`config.mk`:
```
export PLATFORM = sky130hd
export DESIGN_NAME = jk_step_controller
export DESIGN_NICKNAME = d
export VERILOG_FILES = /design/src/rtl/jk_step_controller.sv
export SDC_FILE = /design/constraint.sdc
export NUM_CORES = 1
export LEC_CHECK = 0
export CORE_MARGIN = 10
export CORE_UTILIZATION = 32
export CTS_CLUSTER_DIAMETER = 120
export DETAILED_ROUTE_END_ITERATION = 8
export HOLD_SLACK_MARGIN = 0.08
export MAX_ROUTING_LAYER = met4
export PLACE_DENSITY = 0.48
export SKIP_CTS_REPAIR_TIMING = 1
export SYNTH_ARGS = -nofsm -noshare
export SYNTH_HDL_FRONTEND = slang
export SYNTH_SLANG_ARGS = --single-unit
```
`constraint.sdc`:
```
create_clock -name CLK -period 3.4 [get_ports CLK]
set_clock_uncertainty 0.15 [all_clocks]
set_input_delay 0.51 -clock CLK [delete_from_list [all_inputs] [get_ports CLK]]
set_output_delay 0.51 -clock CLK [all_outputs]
set_load 0.02 [all_outputs]
```
`src/rtl/jk_step_controller.sv`:
```
// Step sequencer for the two-bit JK state machine: conditions SW0/BTN0/V and issues one-cycle TICKs.
// Define STEP_LIMIT_EN to enable the RUN-mode step budget (STEP_LIMIT ticks, then auto-pause).
module jk_step_controller #(
    parameter int DEBOUNCE_CYCLES = 500000,
    parameter int RATE_CYCLES     = 50000000
`ifdef STEP_LIMIT_EN
    ,
    parameter int STEP_LIMIT      = 16
`endif
) (
    input  logic       CLK,
    input  logic       RST,
    input  logic       SW0,
    input  logic       BTN0,
    input  logic       V,
    output logic       TICK,
    output logic       V_HOLD,
    output logic [7:0] STEP_COUNT,
    output logic       RUN_LED,
    output logic       PAUSE_LED
);
    localparam int DB_W   = $clog2(DEBOUNCE_CYCLES + 1);
    localparam int RATE_W = $clog2(RATE_CYCLES);
    localparam logic [DB_W-1:0]   DB_LAST   = DB_W'(DEBOUNCE_CYCLES - 1);
    localparam logic [RATE_W-1:0] RATE_LAST = RATE_W'(RATE_CYCLES - 1);

    typedef enum logic [1:0] {
        S_MANUAL,
        S_RUN,
        S_PAUSE
    } state_t;

    state_t state;
    state_t state_next;

    logic sw_meta, sw_sync, sw_prev;
    logic btn_meta, btn_sync;
    logic v_meta, v_sync;
    logic [DB_W-1:0] db_count;
    logic btn_db, btn_db_prev;
    logic [RATE_W-1:0] rate_count, rate_next;
    logic press, sw_rise, sw_fall, terminal, step_evt, limit_hit;

    always_ff @(posedge CLK) begin
        if (RST) begin
            sw_meta  <= 1'b0;
            sw_sync  <= 1'b0;
            sw_prev  <= 1'b0;
            btn_meta <= 1'b0;
            btn_sync <= 1'b0;
            v_meta   <= 1'b0;
            v_sync   <= 1'b0;
        end else begin
            sw_meta  <= SW0;
            sw_sync  <= sw_meta;
            sw_prev  <= sw_sync;
            btn_meta <= BTN0;
            btn_sync <= btn_meta;
            v_meta   <= V;
            v_sync   <= v_meta;
        end
    end

    // The debounced level only moves after DEBOUNCE_CYCLES consecutive disagreeing samples.
    always_ff @(posedge CLK) begin
        if (RST) begin
            db_count    <= '0;
            btn_db      <= 1'b0;
            btn_db_prev <= 1'b0;
        end else begin
            btn_db_prev <= btn_db;
            if (btn_sync == btn_db) begin
                db_count <= '0;
            end else if (db_count == DB_LAST) begin
                btn_db   <= btn_sync;
                db_count <= '0;
            end else begin
                db_count <= db_count + 1'b1;
            end
        end
    end

    assign press    = btn_db & ~btn_db_prev;
    assign sw_rise  = sw_sync & ~sw_prev;
    assign sw_fall  = ~sw_sync & sw_prev;
    assign terminal = (rate_count == RATE_LAST);

`ifdef STEP_LIMIT_EN
    logic [7:0] run_steps;

    // Budget restarts on every entry to S_RUN, so a resume always gets a full STEP_LIMIT.
    always_ff @(posedge CLK) begin
        if (RST) begin
            run_steps <= '0;
        end else if (state != S_RUN && state_next == S_RUN) begin
            run_steps <= '0;
        end else if (state == S_RUN && TICK) begin
            run_steps <= run_steps + 1'b1;
        end
    end

    assign limit_hit = (state == S_RUN) && TICK && (run_steps == 8'(STEP_LIMIT - 1));
`else
    assign limit_hit = 1'b0;
`endif

    // Switch edges outrank PRESS, and any exit from S_RUN suppresses a coincident terminal count.
    always_comb begin
        state_next = state;
        rate_next  = rate_count;
        step_evt   = 1'b0;
        unique case (state)
            S_MANUAL: begin
                if (sw_rise) begin
                    state_next = S_RUN;
                    rate_next  = '0;
                end else if (!sw_fall) begin
                    step_evt = press;
                end
            end
            S_RUN: begin
                if (sw_fall) begin
                    state_next = S_MANUAL;
                end else if (press || limit_hit) begin
                    state_next = S_PAUSE;
                end else begin
                    step_evt  = terminal;
                    rate_next = terminal ? '0 : rate_count + 1'b1;
                end
            end
            S_PAUSE: begin
                if (sw_fall) begin
                    state_next = S_MANUAL;
                end else if (press) begin
                    state_next = S_RUN;
                    rate_next  = '0;
                end
            end
            default: begin
                state_next = S_MANUAL;
                rate_next  = '0;
            end
        endcase
    end

    // A LOAD always yields its TICK on the following cycle, whatever the FSM does meanwhile.
    always_ff @(posedge CLK) begin
        if (RST) begin
            state      <= S_MANUAL;
            rate_count <= '0;
            TICK       <= 1'b0;
            V_HOLD     <= 1'b0;
            STEP_COUNT <= '0;
            RUN_LED    <= 1'b0;
            PAUSE_LED  <= 1'b0;
        end else begin
            state      <= state_next;
            rate_count <= rate_next;
            TICK       <= step_evt;
            if (step_evt) begin
                V_HOLD <= v_sync;
            end
            if (TICK) begin
                STEP_COUNT <= STEP_COUNT + 1'b1;
            end
            RUN_LED   <= (state_next == S_RUN);
            PAUSE_LED <= (state_next == S_PAUSE);
        end
    end

endmodule

```
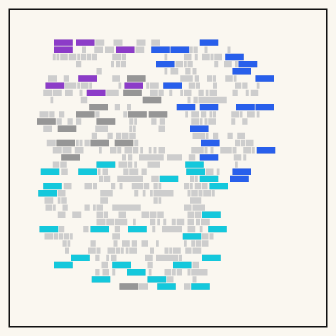
Fig. 1. Register map, names as in the netlist (run 1).
Other sequential cells in the stronger gray, the rest of the logic in the fainter gray.
Key: rate_count = cyan [flops 26]; STEP_COUNT = purple [flops 8, where north-west]; db_count = blue [flops 19]
Another 15 sequential cells are not colored.

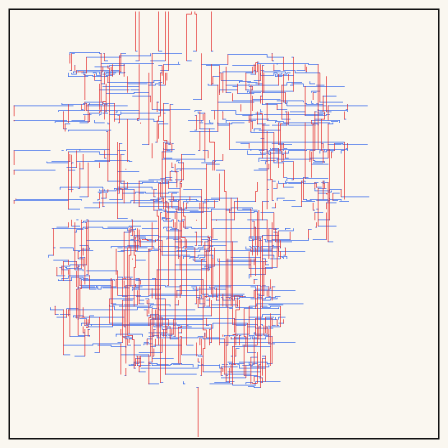
Fig. 2. Signal wires by layer (run 1).
Only two layers are drawn.
Key: metal 2 = red [wire length 3010 um]; metal 1 = blue [wire length 3440 um]

==> flow_summary.ini, run 1 <==
; flow metrics
[setup_path]
ff2ff_path_depth = 7
crit_type = reg -> reg
cp.arrival_ns = 2.65

[final_timing]
fin_crit_sh = 0.757
finalSetupTns_ns = 0
timing.fmax_ghz = 0.389
post-route-min-period_ns = 2.57

[synth]
top_cell_area_share = 0.427
topCellsByArea = dfxtp_1 43%, nor2_1 5.3%, xnor2_1 4.4%, xor2_1 3.8%, nand2_1 3.4%
yosys_area_sq_um = 3190
syn_nets = 360
synth_flop_count = 68
syn_area_sq_um = 3190
synth-edff-count = 0
synth_top_cell_by_count = dfxtp_1

[min_path]
min_from = sw_meta
hold_depth = 1
hold_path_end = sw_sync
hold_class = reg -> reg

[global_route]
antenna_found_initial = 0
grt_pass1_wl_um = 11600

[power]
irDropWorstVdd_mv = 0.179
power.density_nw_per_um2 = 431

[clock_network]
htree_levels = 3
cts_tree = yes
clock-sinks = 68
clk_latency_ns = 0.35
clkTransAtPathRegs_ns = 0.07
root_buffer = clkbuf_8
clk_path_buf_depth = 2

[route]
dr.pass1.iters = 4
drc = 0

[cells_and_area]
num-nets-final = 381
largest_reg_flops = 26
drive_gt1_frac = 0.0873
layout.cells.most_common = dfxtp_1

[run_status]
status = completed

[floorplan]
initial_core_util = 0.328
dieArea_sq_um = 14400
core-area_sq_um = 9730
fp.dieH_um = 120

[placed_design]
place_area_sq_um = 3500
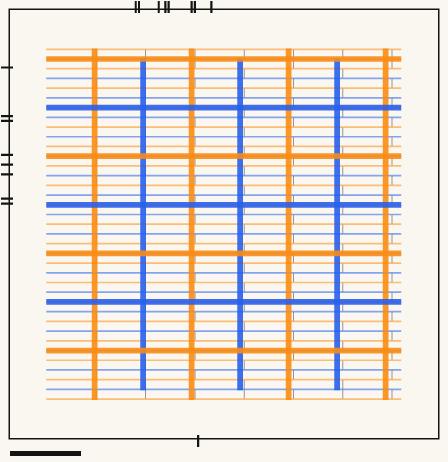
Fig. 3. Floorplan with the power grid (run 1).
Scale bar: 20 um. Pins as bars on the die edge. Tap cells in gray.
Key: VSS = orange; VDD = blue
133 tap cells. 7 straps on met5. 17 signal pins sit on the boundary. 37 met1 rails follow the rows.

-- run 1: logic make-up (layout without fill, tap and decap cells) --
family          Yosys count  after routing  share of synthesized area
compound gates           56             56                      0.135
xor+xnor                 30             30                     0.0824
fa+ha+maj                 3              3                     0.0118
buf+inv                  17             43                     0.0239
flops                    68             68                      0.427
mux                       5              5                     0.0157
simple gates            173            173                      0.303
-- run 1: area by class of cell --
cell class,instances,area (sq um)
clock buffer,10,128
multi-input combinational,267,1750
clock inverter,6,88.8
sequential,68,1360
tap,133,166
inverter,6,22.5
timing repair buffer,21,198
fill,1039,6020
-- run 1: where the power goes --
part	total [W]	leakage, nW	switching, W	internal (W)
clock network	0.000729	0.102	0.000316	0.000413
logic	0.0000610	0.553	0.0000379	0.0000231
registers	0.000810	0.549	0.00000774	0.000803
-- run 1: routing by layer --
| metal | GRT usage | wire length [um] |
|---|---|---|
| met5 | - | 0 |
| met4 | 0.0475 | 137 |
| met3 | 0.0234 | 166 |
| met1 | 0.126 | 3440 |
| met2 | 0.152 | 3010 |
-- run 1: worst max-delay path, stage by stage (launching register included) --
cell     delay (ns)
dfxtp_1        0.40
ha_1           0.19
nand3_1        0.23
nor4_4         0.47
a21oi_1        0.28
o21ai_2        0.45
buf_4          0.24
a21oi_1        0.05
-- run 1: metrics by stage --
stage / hold slack, ns / instances / total power, W
finish: 0.290 / 511 / 0.00160
global route: 0.317 / 511 / 0.00166
floorplan: 0.264 / 352 / 0.000868
detailed placement: 0.275 / 495 / 0.000891
global placement: 0.271 / 495 / 0.000890
CTS: 0.295 / 511 / 0.00163
--- run 2 (diff from run 1) ---
Settings changed: PLACE_DENSITY 0.48 to 0.5.
Clock period 3.4 ns to 2.06 ns, I/O delays scaled along.
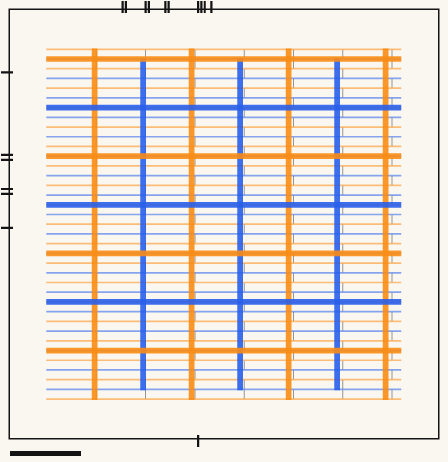
Fig. 4. Floorplan with the power grid (run 2).
Scale bar: 20 um. Pins as bars on the die edge. Tap cells in gray.
Key: VSS = orange; VDD = blue
7 straps on met4. 37 met1 rails follow the rows.

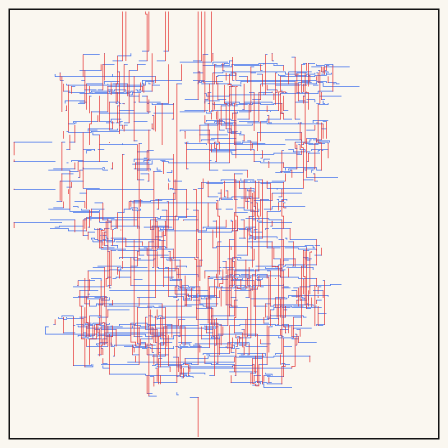
Fig. 5. Signal wires by layer (run 2).
Only two layers are drawn.
Key: metal 2 = red [wire length 3320 um]; metal 1 = blue [wire length 3540 um]

==> flow_summary.ini, run 2 <==
; flow metrics
[cells_and_area]
drive_gt1_frac = 0.224
num-nets-final = 428

[clock_network]
root_buffer = clkbuf_8
clock-sinks = 68
clkTransAtPathRegs_ns = 0.08
cts_tree = yes
clk_path_buf_depth = 2

[floorplan]
dieArea_sq_um = 14400
initial_core_util = 0.328

[power]
power.density_nw_per_um2 = 647
irDropWorstVdd_mv = 0.362
power_w = 0.00268

[final_timing]
timing.hold.ws_ns = 0.288
finalSetupTns_ns = 0

[synth]
yosys_area_sq_um = 3190
syn_nets = 360

[global_route]
top_usage_layer = met2

[run_status]
status = completed

[setup_path]
crit_buf_inv = 2
cp.arrival_ns = 2.08

[route]
dr.pass1.iters = 4
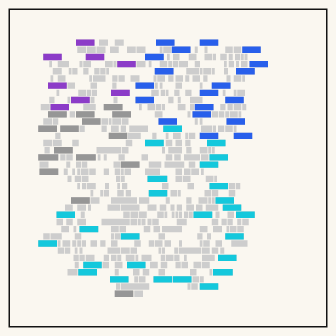
Fig. 6. Register map, names as in the netlist (run 2).
Other sequential cells in the stronger gray, the rest of the logic in the fainter gray.
Key: db_count = blue [flops 19]; rate_count = cyan [flops 26]; STEP_COUNT = purple [flops 8, where north-west]

-- run 2: cell counts after synthesis --
No cell type changed its count.
-- run 2: logic make-up after synthesis --
family,after synthesis,synth area share
flops,68,0.427
fa+ha+maj,3,0.0118
mux,5,0.0157
compound gates,56,0.135
buf+inv,17,0.0239
xor+xnor,30,0.0824
simple gates,173,0.303
-- run 2: cell type report --
class / count / area share
Multi-Input combinational cell: 267 / 0.437
Inverter: 6 / 0.00543
Timing Repair Buffer: 68 / 0.137
Clock buffer: 9 / 0.0298
Clock inverter: 6 / 0.0214
Sequential cell: 68 / 0.329
Tap cell: 133 / 0.0401
-- run 2: worst min path at each step --
stage / from / to / cells past startpoint
6_report: btn_meta / btn_sync / 1
5_1_grt: v_meta / v_sync / 1
4_1_cts: v_meta / v_sync / 1
3_5_place_dp: v_meta / v_sync / 1
3_3_place_gp: btn_meta / btn_sync / 1
2_1_floorplan: btn_meta / btn_sync / 1
-- run 2: routing by layer --
layer / part of all wire / vias to the layer above
li1: - / 1412
met1: 0.49 / 1264
met2: 0.46 / 34
met3: 0.026 / 11
met4: 0.024 / 0
met5: 0 / -
-- run 2: report_power, final --
| part | internal [W] | leakage [nW] | switching (W) | total (W) |
|---|---|---|---|---|
| Combinational | 0.0000639 | 0.799 | 0.0000754 | 0.000139 |
| Clock | 0.000676 | 0.102 | 0.000537 | 0.00121 |
| Sequential | 0.00132 | 0.551 | 0.00000640 | 0.00133 |
| Total | 0.00206 | 1.45 | 0.000619 | 0.00268 |
-- run 2: worst register-to-register path: cells and delay by family, from the launching register on --
family          cells  cell delay [ns]
compound gates      3             0.47
flops               1             0.35
simple gates        2             0.56
buf+inv             2             0.36
Fig. 7: run 2, a small window of the routed layout
Region (77, 17) to (102, 42) um. Cells in gray, sequential cells in the stronger gray; small squares are vias.
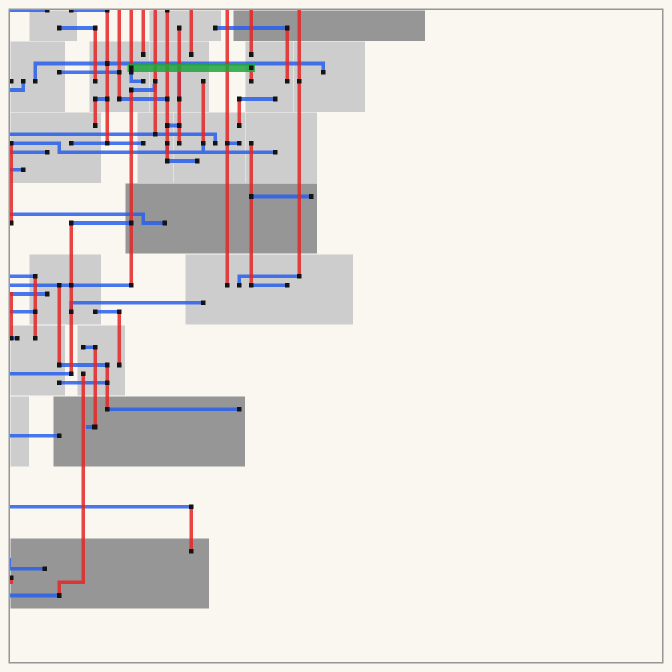

--- run 3 (diff from run 2) ---
Settings changed: CORE_UTILIZATION 32 to 53, HOLD_SLACK_MARGIN 0.08 to default, PLACE_DENSITY 0.5 to 0.75.
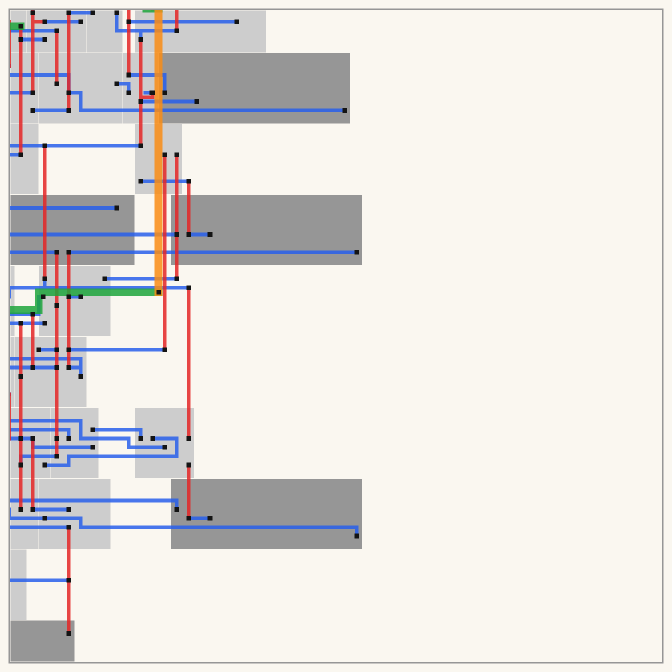
Fig. 8. A small window of the routed layout (run 3).
Region (61, 12) to (86, 37) um. Cells in gray, sequential cells in the stronger gray; small squares are vias.
Key: metal 2 = red; metal 3 = green; metal 4 = orange; metal 1 = blue
Netlist names of flops here include rate_count (4). 15 logic cells have their middle in the window. Most frequent: dfxtp_1 (3), nor2_1 (2). Sequential cells in the window: 4.

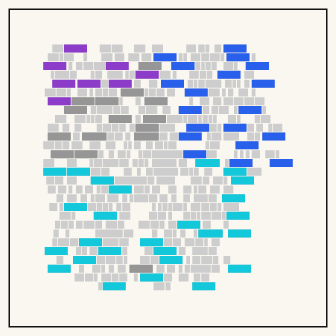
Fig. 9. Register map, names as in the netlist (run 3).
Other sequential cells in the stronger gray, the rest of the logic in the fainter gray.
Key: STEP_COUNT = purple [flops 8, where north-west]; db_count = blue [flops 19]; rate_count = cyan [flops 26]

==> flow_summary.ini, run 3 <==
; flow metrics
[run_status]
status = completed

[cells_and_area]
num-nets-final = 414
layout.cells.most_common = dfxtp_1
largest_reg_flops = 26
drive_gt1_frac = 0.187

[clock_network]
clk_latency_ns = 0.35
cts_tree = yes
clock-sinks = 68
clkTransAtPathRegs_ns = 0.08
clk_path_buf_depth = 2
htree_levels = 3

[synth]
synth-edff-count = 0
mux_share = 0.0157
synth.logic.top_family = simple AND/OR/NAND/NOR gates
simple_gate_area_frac = 0.303
yosys_area_sq_um = 3190
topCellsByArea = dfxtp_1 43%, nor2_1 5.3%, xnor2_1 4.4%, xor2_1 3.8%, nand2_1 3.4%
ys_sh_xor = 0.0824
synth_flop_count = 68
top_cell_area_share = 0.427
syn_nets = 360
syn_area_sq_um = 3190

[power]
p_sw_w = 0.000626
power_switching_share = 0.256
clkPwrFrac = 0.404
seqPwrFrac = 0.544
power_w = 0.00245
irDropWorstVdd_mv = 0.523
power.density_nw_per_um2 = 631
p_int_w = 0.00182
power_frac_comb = 0.052

[min_path]
hold_path_end = sw_sync
min_from = sw_meta
hold_class = reg -> reg
hold_depth = 1

[setup_path]
crit_buf_inv = 1
path_cells = and4b_1 > and4_2 > a211oi_2 > buf_4 > or3b_2 > a31oi_1
cp_top_family = simple AND/OR/NAND/NOR gates

[final_timing]
fin_crit_sh = 0.972

[route]
drc = 0
dr.pass1.iters = 4

[floorplan]
core-area_sq_um = 5890
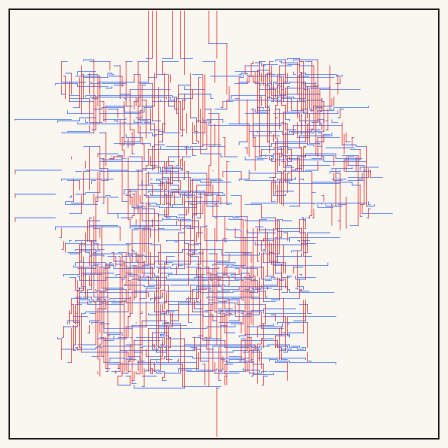
Fig. 10. Signal wires by layer (run 3).
Only two layers are drawn.
Key: metal 2 = red [wire length 3340 um]; metal 1 = blue [wire length 3330 um]

-- run 3: cell types whose count changed in the layout (fill, tap and decap cells not counted), sizes merged --
cell	change
inv	+1
bufinv	-2
buf	-14
clkinv	+2
-- run 3: through the flow --
stage	setup slack [ns]	hold WS [ns]	utilization	cells
floorplan	-0.0448	0.264	-	352
global placement	0.0413	0.269	0.620	467
detailed placement	0.0338	0.273	0.620	467
CTS	0.0125	0.291	0.650	483
global route	-0.0538	0.298	0.659	486
finish	0.0568	0.290	0.659	486
-- run 3: worst max-delay path by stage --
stage | to | slack, ns | startpoint
floorplan | rate_count[14] | -0.04 | rate_count[0]
global placement | rate_count[10] | 0.04 | state[1]
detailed placement | rate_count[14] | 0.03 | rate_count[1]
CTS | rate_count[24] | 0.01 | rate_count[1]
global route | rate_count[24] | -0.05 | rate_count[6]
finish | rate_count[13] | 0.06 | rate_count[6]
-- run 3: metal layers --
layer  GRT usage  share of wire
met5           -              0
met4      0.0604          0.013
met3      0.0427          0.042
met2       0.239           0.47
met1       0.179           0.47
-- run 3: layout make-up --
type | instances | area, sq um | area share
flip-flops and latches | 68 | 1370 | 0.352
clock buffers | 9 | 124 | 0.0319
multi-input cells | 267 | 1770 | 0.458
inverters | 6 | 22.5 | 0.00581
repair buffers | 54 | 445 | 0.115
well taps | 75 | 93.8 | 0.0242
clock inverters | 7 | 51.3 | 0.0132
-- run 3: power by group through the flow --
| stage | clock (W) | combinational [W] | sequential [W] |
|---|---|---|---|
| floorplan | 0 | 0.0000685 | 0.00136 |
| global placement | 0 | 0.000123 | 0.00136 |
| detailed placement | 0 | 0.000126 | 0.00136 |
| CTS | 0.000998 | 0.000126 | 0.00133 |
| global route | 0.00105 | 0.000141 | 0.00133 |
| finish | 0.000988 | 0.000128 | 0.00133 |
Power and IR drop assume default switching activity.
